--- src/rtl/ram_conduit_arbiter.sv ---
// ============================================================================
// ram_conduit_arbiter: two-requester round-robin arbiter for a 16x16 RAM
// conduit, with read-data routing and bounded atomic lock.   Rev 1.0
// ============================================================================
`default_nettype none

module ram_conduit_arbiter #(
  parameter int READ_LATENCY = 1,
  parameter int LOCK_MAX     = 16
) (
  input  logic        clk_clk,
  input  logic        reset_reset_n,
  input  logic        req0_valid,
  output logic        req0_ready,
  input  logic        req0_write,
  input  logic [3:0]  req0_address,
  input  logic [15:0] req0_writedata,
  input  logic [1:0]  req0_byteenable,
  input  logic        req0_lock,
  output logic        rsp0_valid,
  output logic [15:0] rsp0_readdata,
  input  logic        req1_valid,
  output logic        req1_ready,
  input  logic        req1_write,
  input  logic [3:0]  req1_address,
  input  logic [15:0] req1_writedata,
  input  logic [1:0]  req1_byteenable,
  input  logic        req1_lock,
  output logic        rsp1_valid,
  output logic [15:0] rsp1_readdata,
  output logic [3:0]  ram_address,
  output logic        ram_chipselect,
  output logic        ram_clken,
  output logic        ram_write,
  output logic [15:0] ram_writedata,
  output logic [1:0]  ram_byteenable,
  input  logic [15:0] ram_readdata,
  output logic        lock_timeout
);

  localparam logic [7:0] LOCK_LAST = 8'(LOCK_MAX - 1);

  typedef enum logic [1:0] {
    ST_FREE  = 2'd0,
    ST_LOCK0 = 2'd1,
    ST_LOCK1 = 2'd2
  } state_e;

  state_e      state_q, state_d;
  logic        last_grant_q, last_grant_d;
  logic [7:0]  lock_cnt_q, lock_cnt_d;
  logic        clken_q;
  logic        grant0, grant1, accept, gid;
  logic        sel_write, sel_lock;
  logic [3:0]  sel_address;
  logic [15:0] sel_writedata;
  logic [1:0]  sel_byteenable;
  logic        timeout;

  logic        cs_q, cs_d, wr_q, wr_d;
  logic [3:0]  addr_q, addr_d;
  logic [15:0] wdata_q, wdata_d;
  logic [1:0]  be_q, be_d;
  logic [READ_LATENCY:0] tag_v_q, tag_v_d, tag_id_q, tag_id_d;
  logic        rsp0_valid_q, rsp0_valid_d, rsp1_valid_q, rsp1_valid_d;
  logic [15:0] rsp0_data_q, rsp0_data_d, rsp1_data_q, rsp1_data_d;

  // clken_q doubles as an "out of reset" qualifier so every output is 0 in reset
  always_comb begin
    grant0 = 1'b0;
    grant1 = 1'b0;
    case (state_q)
      ST_FREE: begin
        grant0 = req0_valid && (!req1_valid || last_grant_q);
        grant1 = req1_valid && (!req0_valid || !last_grant_q);
      end
      ST_LOCK0: grant0 = req0_valid;
      ST_LOCK1: grant1 = req1_valid;
      default: ;
    endcase
    grant0 = grant0 && clken_q;
    grant1 = grant1 && clken_q;
  end

  assign accept         = grant0 || grant1;
  assign gid            = grant1;
  assign sel_write      = gid ? req1_write      : req0_write;
  assign sel_lock       = gid ? req1_lock       : req0_lock;
  assign sel_address    = gid ? req1_address    : req0_address;
  assign sel_writedata  = gid ? req1_writedata  : req0_writedata;
  assign sel_byteenable = gid ? req1_byteenable : req0_byteenable;

  always_comb begin
    state_d      = state_q;
    last_grant_d = last_grant_q;
    lock_cnt_d   = lock_cnt_q;
    timeout      = 1'b0;
    if (accept) begin
      last_grant_d = gid;
      lock_cnt_d   = 8'd0;
      if (sel_lock) state_d = gid ? ST_LOCK1 : ST_LOCK0;
      else          state_d = ST_FREE;
    end else if (state_q != ST_FREE) begin
      // an accept in the expiry cycle wins, so only idle cycles can time out
      if (lock_cnt_q == LOCK_LAST) begin
        timeout      = 1'b1;
        state_d      = ST_FREE;
        last_grant_d = (state_q == ST_LOCK1);
        lock_cnt_d   = 8'd0;
      end else begin
        lock_cnt_d = lock_cnt_q + 8'd1;
      end
    end
  end

  always_comb begin
    cs_d     = accept;
    wr_d     = accept && sel_write;
    be_d     = accept ? sel_byteenable : 2'b00;
    addr_d   = accept ? sel_address    : addr_q;
    wdata_d  = accept ? sel_writedata  : wdata_q;
    tag_v_d  = {tag_v_q[READ_LATENCY-1:0], accept && !sel_write};
    tag_id_d = {tag_id_q[READ_LATENCY-1:0], gid};
    rsp0_valid_d = tag_v_q[READ_LATENCY] && !tag_id_q[READ_LATENCY];
    rsp1_valid_d = tag_v_q[READ_LATENCY] &&  tag_id_q[READ_LATENCY];
    rsp0_data_d  = rsp0_valid_d ? ram_readdata : rsp0_data_q;
    rsp1_data_d  = rsp1_valid_d ? ram_readdata : rsp1_data_q;
  end

  always_ff @(posedge clk_clk or negedge reset_reset_n) begin
    if (!reset_reset_n) begin
      state_q      <= ST_FREE;
      last_grant_q <= 1'b1;
      lock_cnt_q   <= 8'd0;
      clken_q      <= 1'b0;
      cs_q         <= 1'b0;
      wr_q         <= 1'b0;
      be_q         <= 2'b00;
      addr_q       <= 4'd0;
      wdata_q      <= 16'd0;
      tag_v_q      <= '0;
      tag_id_q     <= '0;
      rsp0_valid_q <= 1'b0;
      rsp1_valid_q <= 1'b0;
      rsp0_data_q  <= 16'd0;
      rsp1_data_q  <= 16'd0;
    end else begin
      state_q      <= state_d;
      last_grant_q <= last_grant_d;
      lock_cnt_q   <= lock_cnt_d;
      clken_q      <= 1'b1;
      cs_q         <= cs_d;
      wr_q         <= wr_d;
      be_q         <= be_d;
      addr_q       <= addr_d;
      wdata_q      <= wdata_d;
      tag_v_q      <= tag_v_d;
      tag_id_q     <= tag_id_d;
      rsp0_valid_q <= rsp0_valid_d;
      rsp1_valid_q <= rsp1_valid_d;
      rsp0_data_q  <= rsp0_data_d;
      rsp1_data_q  <= rsp1_data_d;
    end
  end

  assign req0_ready     = grant0;
  assign req1_ready     = grant1;
  assign lock_timeout   = timeout && clken_q;
  assign ram_clken      = clken_q;
  assign ram_chipselect = cs_q;
  assign ram_write      = wr_q;
  assign ram_byteenable = be_q;
  assign ram_address    = addr_q;
  assign ram_writedata  = wdata_q;
  assign rsp0_valid     = rsp0_valid_q;
  assign rsp1_valid     = rsp1_valid_q;
  assign rsp0_readdata  = rsp0_data_q;
  assign rsp1_readdata  = rsp1_data_q;

endmodule

`default_nettype wire
--- config.mk ---
export PLATFORM = sky130hd
export DESIGN_NAME = ram_conduit_arbiter
export DESIGN_NICKNAME = d
export VERILOG_FILES = /design/src/rtl/ram_conduit_arbiter.sv
export SDC_FILE = /design/constraint.sdc
export NUM_CORES = 1
export LEC_CHECK = 0
export ABC_AREA = 1
export CAP_MARGIN = 10
export CORE_UTILIZATION = 39
export CTS_CLUSTER_DIAMETER = 100
export DETAILED_ROUTE_END_ITERATION = 12
export PLACE_DENSITY = 0.77
export REMOVE_ABC_BUFFERS = 1
export SYNTH_ARGS = -nofsm -noshare
export SYNTH_HDL_FRONTEND = slang
export SYNTH_SLANG_ARGS = --single-unit
export TNS_END_PERCENT = 20
--- constraint.sdc ---
create_clock -name clk_clk -period 1.2 [get_ports clk_clk]
set_input_delay 0.24 -clock clk_clk [delete_from_list [all_inputs] [get_ports clk_clk]]
set_output_delay 0.24 -clock clk_clk [all_outputs]
set_load 0.01 [all_outputs]
==> run_1/util_map.png <==
The die is cut into 9 by 9 equal tiles; white is low, dark blue is high, 0 to 100% covered.
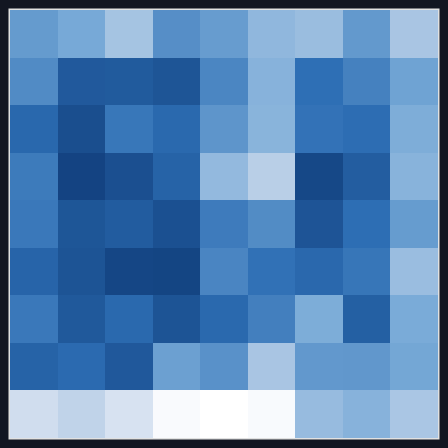
The densest ninth of the die: middle left. 1.2% of the tiles are nearly empty. 37% of the tiles are over 75% full. The fullest tile reaches 92%.
FP Core Util: 40.6%
Core Util, Final: 69.0%
Core Footprint: 7810 sq um

==> run_1/congestion_map.png <==
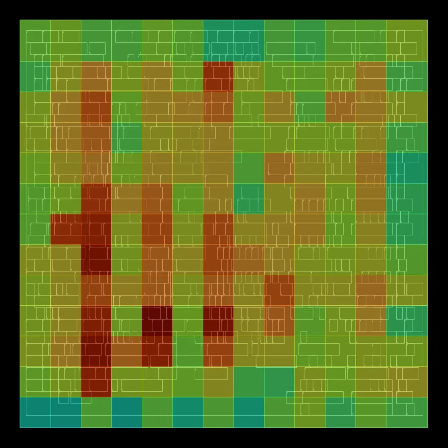
Most Crowded Layer GR: met2
grt met3 use: 6.22%
met1 Usage GRT: 28.3%
Total GRT Usage: 24.0%
drt wl/cell: 15.0 um

==> CHANGELOG.md, run 1 <==
### Implementation results

* CP Class: reg -> out
* First-pass DRT Iterations at 4
* Fmax at approximately 560 MHz
* Reg2Reg Setup Slack at -0.34 ns
* Post-synth top area cell: dfrtp_1
* IO Pins at 130
* Yosys reg bits at 74
* Xor+xnor area frac at 0.276%
* Port Buffers at ~130
* First-pass GRT wire length at 15.6 mm
* Initial drt markers at approximately 150
* Commonest cells after routing, fill and taps aside: 93 x nand2_1, 73 x dfrtp_1, 66 x clkdlybuf4s50_1, 59 x buf_2, 35 x inv_1
* Arr. time, crit path at 1.53 ns
* IR drop worst, VDD at 943 uV
* CP Launch Type: register
* Int Pwr at roughly 6.3 mW
* Crit path capture type: output pin
* Layout cells sized above 1 at 36.6%
* Failing checks: negative setup slack
* Comb pwr share at 43.1%
* Post-DP HPWL at 6.10 mm
* Crit path max fanout at 2
* Yosys aoi share at 6.16%
* Hold crit path type: in -> async
* Flop area at 1850 sq um
* Finish-stage setup viols at roughly 41
* Switching pwr at 3.76 mW
* Max cap viols at 0
* CTS H-tree depth at 3
* Leak at around 2.7 nW
* Die Ht at 92.1 um
* Top cell area share at between 50% and 60%
* Routability congestion estimate at approximately 0.90
* Fill cells at 598
* Vias in the first global route at 3,325
* Reg2reg end: lock_cnt_q[4]
* Ys cells at between 300 and 400
* Total power at 10.0 mW
* Detail Route Antenna Nets at 0
* Most frequent logic cell in the layout: nand2_1
* Post-detailed-routing wire length at 9.85 mm
* Synth area leaders: dfrtp_1 58%, nand2_1 14%, nand3_1 7.3%, o21ai_0 5.4%, inv_1 4.3%
* Clk sinks at 74
* Floorplan row count at 32
* Register share after synthesis at between 50% and 60%
* Mapped Cells at roughly 370
* Clock skew at 0.00729 ns
* Number of buffers created by CTS at 9
* Synth warnings at 0
* Final Hold Fails at 0
* Die ar. at about 8500 sq um
* MI comb area at around 1400 sq um
* Root Buffer: clkbuf_8
* Fin worst setup slack at -0.571 ns
* Outcome: complete, but fails checks
* Main logic family: simple AND/OR/NAND/NOR gates
* Vias per inst at 4.94
* # diodes at 0
* OpenROAD warning count at 27
* Via Count at 3,239
* Crit path capture: lock_timeout
* Reg2reg start: state_q[1]
* Clock Power Share at between 10% and 20%
* Chip Area, Yosys at 3170 sq um
* Clk_lat worst skew at 0.34 ns
* Residual DRC count at 0
* Clock transition at path regs at 0.08 ns
* Die X at 92.1 um
* CTS Buffer Depth at 2
* Reg power frac at 39.3%
* Synth Area in Adders at 0.395%
* RSZ-0062 raised after global routing: yes
* CP Data Required Time at 0.96 ns
* Mux share at 0%
* Mean Syn Cell Area at 8.54 sq um
* Crit share post-route at 148%
* Distinct lib cells at 22
* Crit path time final at between 1.5 and 2 ns
* Area growth from synthesis to layout at 70.1%
* Pre-CTS setup slack at -0.664 ns
* Pwr per Cell Area at 1860 nW/um^2
* CP Launch Point: lock_cnt_q[0]
* Post-synthesis simple-gate area fraction at a little over a quarter
* Final net count at 618
* Syn Std Cell Area at roughly 3200 sq um
==> run_1/layers.png <==
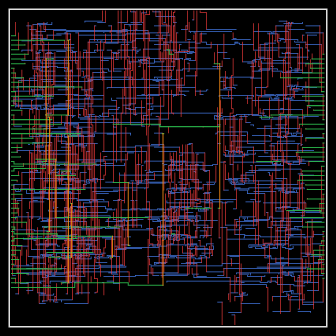
M1: marked blue, wire length 4,040 um. M2: marked red, wire length 4,780 um. M4: marked orange, wire length 271 um. M3: marked green, wire length 747 um.

[run 1: critical path, stage by stage, from the launching register on]
cell,delay [ns]
dfrtp_1,0.36
ha_2,0.20
nand2_2,0.07
nor2_2,0.12
nand3_2,0.13
nor3_2,0.16
buf_2,0.16
[run 1: metal layers]
metal	wire length, um	track usage, %	up-vias
li1	-	-	1543
met1	4040	28.3	1531
met2	4780	40.1	144
met3	747	6.22	21
met4	271	12.5	0
met5	0	0	-
[run 1: power by group through the flow]
stage               registers, mW  logic (mW)  clock network (mW)
finish                       3.94        4.32                1.77
CTS                          3.92        4.20                1.82
detailed placement           3.93        4.16                   0
floorplan                    4.33        1.11                   0
global placement             3.90        4.06                   0
global route                 4.06        4.70                1.97
[run 1: flip-flops by register name (all words and copies together), names as in the netlist]
| signal | flops |
|---|---|
| state_q | 2 |
| last_grant_q | 1 |
| tag_v_q | 2 |
| ram_write | 1 |
| rsp1_readdata | 16 |
| rsp0_valid | 1 |
| ram_clken | 1 |
| lock_cnt_q | 8 |
| ram_address | 4 |
| ram_byteenable | 2 |
| tag_id_q | 2 |
| ram_writedata | 16 |
| ram_chipselect | 1 |
| rsp0_readdata | 16 |
| rsp1_valid | 1 |
[run 1: cells by family (layout without fill, tap and decap cells)]
| kind of cell | Yosys count | in the layout |
|---|---|---|
| AND/OR/NAND/NOR | 199 | 199 |
| XOR/XNOR | 1 | 1 |
| adder cells (fa/ha/maj) | 1 | 1 |
| AND-OR/OR-AND | 39 | 39 |
| flip-flops | 74 | 74 |
| buffers and inverters | 56 | 239 |
| other | 1 | 1 |
[run 1: cell type report]
| cell class | count | share of cell area (%) |
|---|---|---|
| Inverter | 41 | 3.18 |
| Multi-Input combinational cell | 241 | 25.6 |
| Clock inverter | 7 | 1.11 |
| Clock buffer | 9 | 2.30 |
| Sequential cell | 74 | 34.4 |
| Tap cell | 102 | 2.37 |
| Timing Repair Buffer | 182 | 31.1 |
[run 1: cell usage after synthesis (all sizes together)]
cell    instances
dfrtp          73
clkbuf          6
a21oi           3
nand3b          5
buf             9
nand3          48
dfstp           1
inv            41
nor3            1
nor2           18
xor2            1
nand2         121
o21ai          36
conb            1
ha              1
nand4           6
[run 1: what timing repair did]
action                                  4_1_cts  5_1_grt
endpoints found under the hold margin         9        0
endpoints found under the setup margin       96       51
pin swaps                                    30        9
resized                                     322       45
buffers inserted                             16        7
hold buffers                                  1        0
gates cloned                                  5        0
[run 1: through the flow]
stage / area [sq um] / TNS (ns) / instances / hold slack, ns / util, %
after floorplan: 3090 / -8.82 / 356 / -0.0556 / -
after global placement: 4790 / -20.77 / 617 / 0.157 / 61.3
after detailed placement: 4790 / -23.19 / 617 / 0.164 / 61.3
after CTS: 5330 / -6.25 / 653 / 0.331 / 68.2
after global routing: 5390 / -12.12 / 656 / 0.357 / 69.0
final: 5390 / -10.54 / 656 / 0.354 / 69.0
## Run 2: what changed since run 1
--- a/config.mk
+++ b/config.mk
@@ -12,6 +12,7 @@
 export DETAILED_ROUTE_END_ITERATION = 12
 export PLACE_DENSITY = 0.77
 export REMOVE_ABC_BUFFERS = 1
+export SLEW_MARGIN = 20
 export SYNTH_ARGS = -nofsm -noshare
 export SYNTH_HDL_FRONTEND = slang
 export SYNTH_SLANG_ARGS = --single-unit
==> run_2/util_map.png <==
The die is cut into 9 by 9 equal tiles; white is low, dark blue is high, 0 to 100% covered.
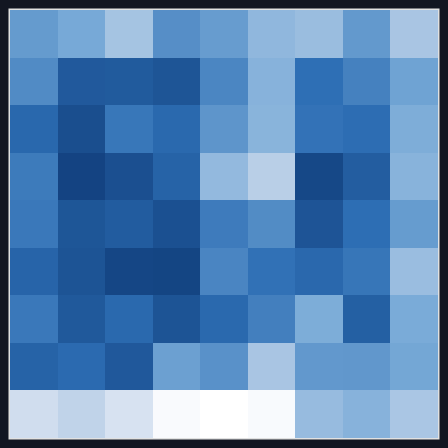
1.2% of the tiles are nearly empty. The mean over all tiles is 62%. 37% of the tiles are over 75% full. The densest ninth of the die: middle left. The emptiest ninth of the die: bottom center. The fullest tile reaches 92%.

==> run 2 against run 1 <==
Compared with the run above: the run still ends with negative setup slack left; cell count did not move; wire length unchanged; worst hold slack stayed put; worst setup slack stayed put; first-iteration DRC count stayed put; non-clock buffer count unchanged; power is the same; die area did not move; critical path depth did not move; maximum frequency unchanged; sequential power about the same; combinational power is essentially flat; critical endpoint unchanged.
==> CHANGELOG.md, run 2 <==
### Implementation results

* Outcome: complete, but fails checks
* Failing checks: negative setup slack
* Yosys reg bits at 74 (unchanged)
* Post-DP HPWL at 6.10 mm (unchanged)
* Crit-path cells: ha_2 > nand2_2 > nor2_2 > nand3_2 > nor3_2 > buf_2
* FP Core Util at 40.6% (unchanged)
* # diodes at 0 (unchanged)
* Final Hold Fails at 0 (unchanged)
* Most used DFF post-synth: dfrtp_1
* Crit path time final at 1.77 ns (unchanged)
* CP Class: reg -> out
* Most common cell in the netlist: nand2_1
* Layout cells sized above 1 at 36.6% (unchanged)
* Post-synth top area cell: dfrtp_1
* Mapped Cells at 371 (unchanged)
* Distinct lib cells at 22 (unchanged)
* Detail Route Antenna Nets at 0 (unchanged)
* Switching pwr at 3.76 mW (unchanged)
* Top cell area share at 57.6% (unchanged)
* Initial drt markers at 150 (unchanged)
* Post-synthesis async set-or-reset flop share at 100% (unchanged)
* Hold WS at 0.354 ns (unchanged)
* First-pass GRT wire length at 15.6 mm (unchanged)
* Final net count at 618 (unchanged)
* Fill cells at 598 (unchanged)
* Design area at 5390 sq um (unchanged)
* Area growth from synthesis to layout at 70.1% (unchanged)
* Comb pwr share at 43.1% (about the same)
* Hold crit path type: in -> async
* IR drop worst, VDD at 943 uV (unchanged)
* Slowest stage cell on the critical path: dfrtp_1
* Vias in the first global route at 3,325 (unchanged)
* Cell count after placement at 617 (unchanged)
* Post-detailed-routing wire length at 9.85 mm (unchanged)
* Finish-stage setup viols at 41 (unchanged)
* CP Launch Type: register
* Post-synth top cells: 118 x nand2_1, 73 x dfrtp_1, 46 x nand3_1, 36 x inv_1, 34 x o21ai_0
* Clk_lat worst skew at 0.34 ns (about the same)
* Most frequent logic cell in the layout: nand2_1
* Routability congestion estimate at 0.901 (unchanged)
* Floorplan row count at 32 (unchanged)
* Synth warnings at 0 (unchanged)
* CP peak stage delay at 0.36 ns (about the same)
* Syn Std Cell Area at 3170 sq um (unchanged)
* Reg2Reg Setup Slack at -0.34 ns (about the same)
* CTS Buffer Depth at 2 (unchanged)
* Vias per inst at 4.94 (unchanged)
* Core Footprint at 7810 sq um (unchanged)
* Crit share post-route at 148% (unchanged)
* Pwr per Cell Area at 1860 nW/um^2 (unchanged)
* Clock skew at 0.00729 ns (unchanged)
* Synth area leaders: dfrtp_1 58%, nand2_1 14%, nand3_1 7.3%, o21ai_0 5.4%, inv_1 4.3%
* Pre-CTS setup slack at -0.664 ns (unchanged)
* Arr. time, crit path at 1.53 ns (about the same)
* Chip Area, Yosys at 3170 sq um (unchanged)
* Crit path max fanout at 2 (unchanged)
* Fin worst setup slack at -0.571 ns (unchanged)
* Flip-flops with a built-in enable at 0 (unchanged)
* Reg power frac at 39.3% (about the same)
* Ys cells at 371 (unchanged)
* Die Ht at 92.1 um (unchanged)
* First-pass DRT Iterations at 4 (unchanged)
* Via Count at 3,239 (unchanged)
* Commonest cells after routing, fill and taps aside: 93 x nand2_1, 73 x dfrtp_1, 66 x clkdlybuf4s50_1, 59 x buf_2, 35 x inv_1
* Die ar. at 8490 sq um (unchanged)
* IO Pins at 130 (unchanged)
[run 2: per-layer routing]
layer	share of wire [%]	wire, um	global-route usage (%)
met5	0	0	0
met4	2.8	271	12.5
met3	7.6	747	6.22
met2	49	4780	40.1
met1	41	4040	28.3
[run 2: cells by family after synthesis]
group | after synthesis | share of synthesized area, %
AND-OR/OR-AND | 39 | 6.16
XOR/XNOR | 1 | 0.276
adder cells (fa/ha/maj) | 1 | 0.395
buffers and inverters | 56 | 7.46
flip-flops | 74 | 58.5
other | 1 | 0.118
AND/OR/NAND/NOR | 199 | 27.1
[run 2: what timing repair did]
| item | 4_1_cts | 5_1_grt |
|---|---|---|
| gates resized | 322 | 45 |
| cloned | 5 | 0 |
| setup buffers | 16 | 7 |
| hold endpoints to repair | 9 | 0 |
| hold buffers | 1 | 0 |
| endpoints found under the setup margin | 96 | 51 |
| pin swaps | 30 | 9 |
[run 2: area by class of cell]
cell class,instances,area [sq um],share of cell area (%)
Tap cell,102,128,2.37
Inverter,41,171,3.18
Multi-Input combinational cell,241,1380,25.6
Clock buffer,9,124,2.30
Sequential cell,74,1850,34.4
Clock inverter,7,60.1,1.11
Timing Repair Buffer,182,1670,31.1
[run 2: stage by stage]
| step | total power, mW | setup TNS (ns) |
|---|---|---|
| CTS | 9.94 | -6.25 |
| global route | 10.7 | -12.12 |
| global placement | 7.96 | -20.77 |
| detailed placement | 8.09 | -23.19 |
| finish | 10.0 | -10.54 |
| floorplan | 5.45 | -8.82 |
[run 2: final timing paths]
check	cells after the start	start	to
hold / removal	2	reset_reset_n	state_q[1]
setup / recovery	6	lock_cnt_q[0]	lock_timeout
setup reg to reg	11	state_q[1]	lock_cnt_q[4]
min in group clk_clk	0	tag_id_q[0]	tag_id_q[1]
hold reg to reg	0	tag_id_q[0]	tag_id_q[1]
max in group asynchronous	3	reset_reset_n	ram_writedata[8]
[run 2: power by group through the flow]
stage	combinational (mW)	sequential, mW	clock, mW
2_1_floorplan	1.11	4.33	0
3_3_place_gp	4.06	3.90	0
3_5_place_dp	4.16	3.93	0
4_1_cts	4.20	3.92	1.82
5_1_grt	4.70	4.06	1.97
6_report	4.32	3.94	1.77
[run 2: critical path, delay by kind of cell, from the launching register on]
| kind | cells | cell delay, ns |
|---|---|---|
| DFF | 1 | 0.36 |
| buffers and inverters | 1 | 0.16 |
| and+or+nand+nor | 4 | 0.48 |
| adders and majority gates | 1 | 0.20 |
Power figures rest on the tool's default switching activity, not on a simulated workload.
